Design alu_issue_unit_flat, sky130hd; sources not shown.
### Wiring heat map, run 1

15 x 29 tiles, from black (low) to pale yellow (high), scaled to the fullest tile. Values are wire area over tile area, all layers added.
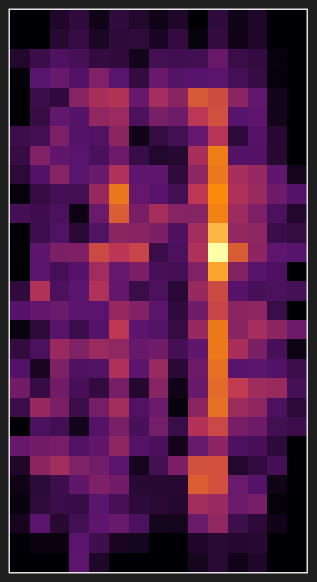
densest ninth of the die	middle right
fullest tile	0.60
mean over tiles	0.14
nearly empty tiles	11%
tiles over half the peak	6.4%
via count: 2,890
final WL: 9810 µm
gr usage total: 0.188
Routed WL per cell: 18.6 µm

### The metal 1 layer, run 1

Supply wires on this layer in grey.
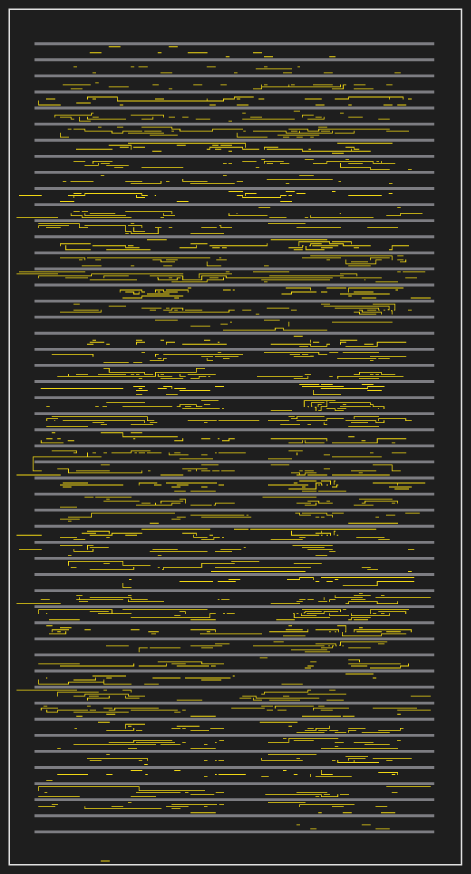
share of all routed wire	35%
longest straight run	21.2 µm
met1 GRT Util: 0.187

### Metal layers overlaid, run 1

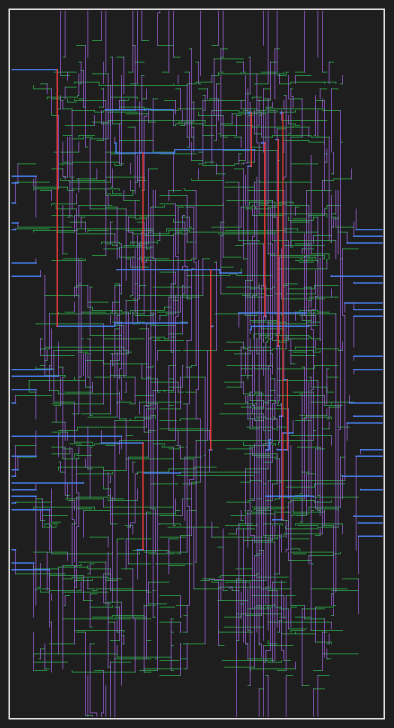
colour	layer	wire length
red	M4	317 µm
blue	M3	413 µm
purple	M2	5,670 µm
green	M1	3,410 µm

==> flow_summary.toml, run 1 <==
# implementation run metrics
[final_timing]
final.min_clock_period_ns = 2.80
max_freq_ghz = 0.358

[place]
dpl.hpwl_um = 7330
dpl_cell_area_um2 = 4810
portBuffers = 77

[cells_and_area]
largest_reg_flops = 32
syn2layout_area_growth_pct = 27.6
stdcell_count = 527
n_antenna_cell = 0
nNetsFinal = 467

[synthesis]
syn_inst = 349
ys_top_logic_family = "multiplexers"
ys_sh_aoi = 0.0741
yosys_cells = 349
syn_nets = 396
top_area_frac = 0.290
synth.most_common_cell = "dfxtp_1"
yosysTopAreaCell = "dfxtp_1"
adder_share = 0.0156
ys.flop_type = "dfxtp_1"
ys_ff = 90
ys_warn_count = 0

[route]
drt_iter0_markers = 121
via_per_inst = 5.48
drc = 0
antenna_left = 0

[outcome]
status = "finished clean"

[clock_tree]
cts_buffer_depth = 2
clock_sinks = 90
root_buffer = "clkbuf_16"
tritoncts = "built"
cts_setup_buffers = 0

[power_and_ir_drop]
clock_power_share = 0.270
finalPower_uw = 2950
p_comb_frac = 0.307
p_sw_frac = 0.315
pwr-share-seq = 0.423

[worst_setup_path]
worst_setup_path_end_kind = "output pin"
reg2regPathDepth = 5
ff2ff_setup_slack_ns = 2.05
cp-start-kind = "input port"
required_ns = 3.64

[global_route]
grt_overflow_total = 0
antenna_found_initial = 0

[flow_run]
maxCapViolCount = 0

[hold_path]
hold_path_depth = 2

[floorplanning]
chipArea_um2 = 11000
-- run 1: critical path, stage by stage --
cell	delay (ns)
clkdlybuf4s50_1	0.84
mux4_2	0.59
clkdlybuf4s50_1	0.49
-- run 1: area by class of cell --
| class | count | area (µm²) |
|---|---|---|
| Inverter | 3 | 11.3 |
| Multi-Input combinational cell | 233 | 1740 |
| Timing Repair Buffer | 83 | 808 |
| Fill cell | 957 | 3910 |
| Clock inverter | 3 | 22.5 |
| Sequential cell | 90 | 2120 |
| Clock buffer | 13 | 272 |
| Tap cell | 102 | 128 |
-- run 1: power by group through the flow --
| stage | Combinational (µW) | Clock [µW] | Sequential [µW] |
|---|---|---|---|
| 5_1_grt | 998 | 857 | 1270 |
| 2_1_floorplan | 579 | 0 | 1230 |
| 6_report | 904 | 797 | 1250 |
| 3_3_place_gp | 887 | 0 | 1260 |
| 4_1_cts | 923 | 819 | 1250 |
| 3_5_place_dp | 911 | 0 | 1270 |
-- run 1: kinds of logic after synthesis --
| family | after synthesis |
|---|---|
| and+or+nand+nor | 126 |
| DFF | 90 |
| muxes | 57 |
| AOI/OAI and AO/OA | 45 |
| buffers and inverters | 26 |
| adders and majority gates | 5 |
-- run 1: routing by layer --
metal / up-vias / wire length, µm / GRT usage
met5: - / 0 / 0
met4: 0 / 316 / 0.0949
met3: 22 / 412 / 0.0436
met2: 76 / 5670 / 0.359
met1: 1398 / 3410 / 0.187
li1: 1394 / - / -
-- run 1: cell usage in the layout (no fill, tap or decap), drive strengths merged, types with 4 or more instances in the layout --
master         instances
and2                  32
a222oi                 8
nor2                  38
dfxtp                 58
a211oi                 8
mux2                  16
mux4                  16
clkbuf                13
edfxtp                32
mux2i                 25
nand2b                 5
buf                    7
a21oi                 22
ha                     5
clkdlybuf4s50         76
nand2                 42
nor2b                  4
-- run 1: metrics by stage --
step                      setup WS, ns  hold WS, ns  utilization
after floorplan                   2.29        0.386            -
after global placement            1.29        0.394        0.533
after detailed placement          1.28        0.402        0.534
after CTS                         1.28        0.411        0.566
after global routing              1.20        0.430        0.567
final                             1.30        0.411        0.567
==> run 1 -> run 2 <==
- CORE_UTILIZATION: 43 -> 40
- clock period: 4.1 -> 2.65 ns (I/O delays scaled with it)
### Metal layers overlaid, run 2

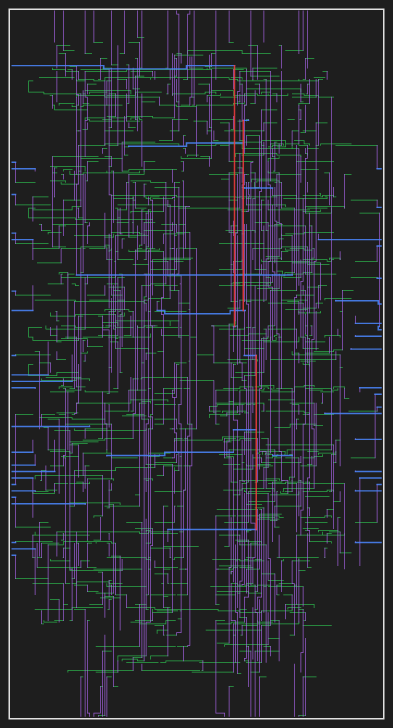
colour	layer	wire length
green	M1	3,420 µm
purple	M2	5,560 µm
blue	M3	403 µm
red	M4	132 µm
gr usage total: 0.180
Routed WL per cell: 17.0 µm
via count: 2,813
final WL: 9520 µm

==> flow_summary.toml, run 2 <==
# implementation run metrics
[place]
dpl_cell_area_um2 = 4880
dpl.hpwl_um = 7310
portBuffers = 77

[route]
drc = 0
via_per_inst = 5.02

[cells_and_area]
largest_reg_flops = 32
stdcell_count = 560
n_antenna_cell = 0
syn2layout_area_growth_pct = 29.4
nNetsFinal = 470
lay_top_cells = "clkdlybuf4s50_1, dfxtp_1, nand2_1"

[synthesis]
yosysTopAreaCell = "dfxtp_1"
synth.most_common_cell = "dfxtp_1"
top_area_frac = 0.290
yosys_cells = 349
ys_warn_count = 0
ys.flop_type = "dfxtp_1"
ys_ff = 90

[clock_tree]
cts_buffer_depth = 2
tritoncts = "built"
cts_setup_buffers = 0

[global_route]
grt_overflow_total = 0
antenna_found_initial = 0

[final_timing]
max_freq_ghz = 0.436

[worst_setup_path]
path_depth = 4
crit_family = "buffers and inverters"
cp-start-kind = "input port"
ff2ff_setup_slack_ns = 0.81
worst_setup_path_end_kind = "output pin"
worstPathBufferInverterCount = 3
crit_path_top_delay_cell = "mux4_2"

[hold_path]
hold_path_depth = 2

[power_and_ir_drop]
finalPower_uw = 4590

[outcome]
status = "finished clean"

[floorplanning]
chipArea_um2 = 11800
### Placement view, run 2

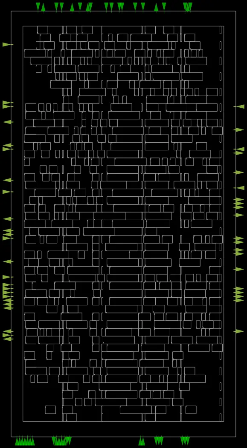
flip-flops: 90
Tapcells: 132

==> run 2: cell types whose count changed in the layout (fill, tap and decap cells not counted), sizes merged <==
cell,previous run,this run
bufinv,0,1
clkinvlp,0,2
clkinv,3,0
inv,3,6
buf,7,10
clkbuf,13,10
==> run 2: cells by family after synthesis <==
family / count (synthesis) / share of synthesized area
mux: 57 / 0.200
fa+ha+maj: 5 / 0.0156
buf+inv: 26 / 0.0338
flops: 90 / 0.530
compound gates: 45 / 0.0741
simple gates: 126 / 0.147
==> run 2: per-stage QoR <==
step	worst slack, ns	hold slack, ns
after detailed placement	0.333	0.403
after floorplan	0.845	0.351
after CTS	0.331	0.269
final	0.356	0.264
after global routing	0.273	0.288
after global placement	0.349	0.393
==> run 2: layer usage <==
| layer | wire [µm] | GRT usage |
|---|---|---|
| met1 | 3420 | 0.182 |
| met5 | 0 | 0 |
| met4 | 131 | 0.0779 |
| met2 | 5560 | 0.341 |
| met3 | 402 | 0.0446 |
==> run 2: layout make-up <==
class	count	area, µm²
multi-input combinational	233	1740
clock inverter	6	71.3
timing repair buffer	86	833
fill	1074	4590
clock buffer	10	229
inverter	3	11.3
sequential	90	2120
tap	132	165
==> run 2: power breakdown <==
part	leakage [µW]	internal [µW]	switching, µW	total, µW
Combinational	0.000906	738	655	1390
Clock	0.000140	741	546	1290
Sequential	0.000804	1680	240	1920
Power is estimated from default activity; no workload was simulated.
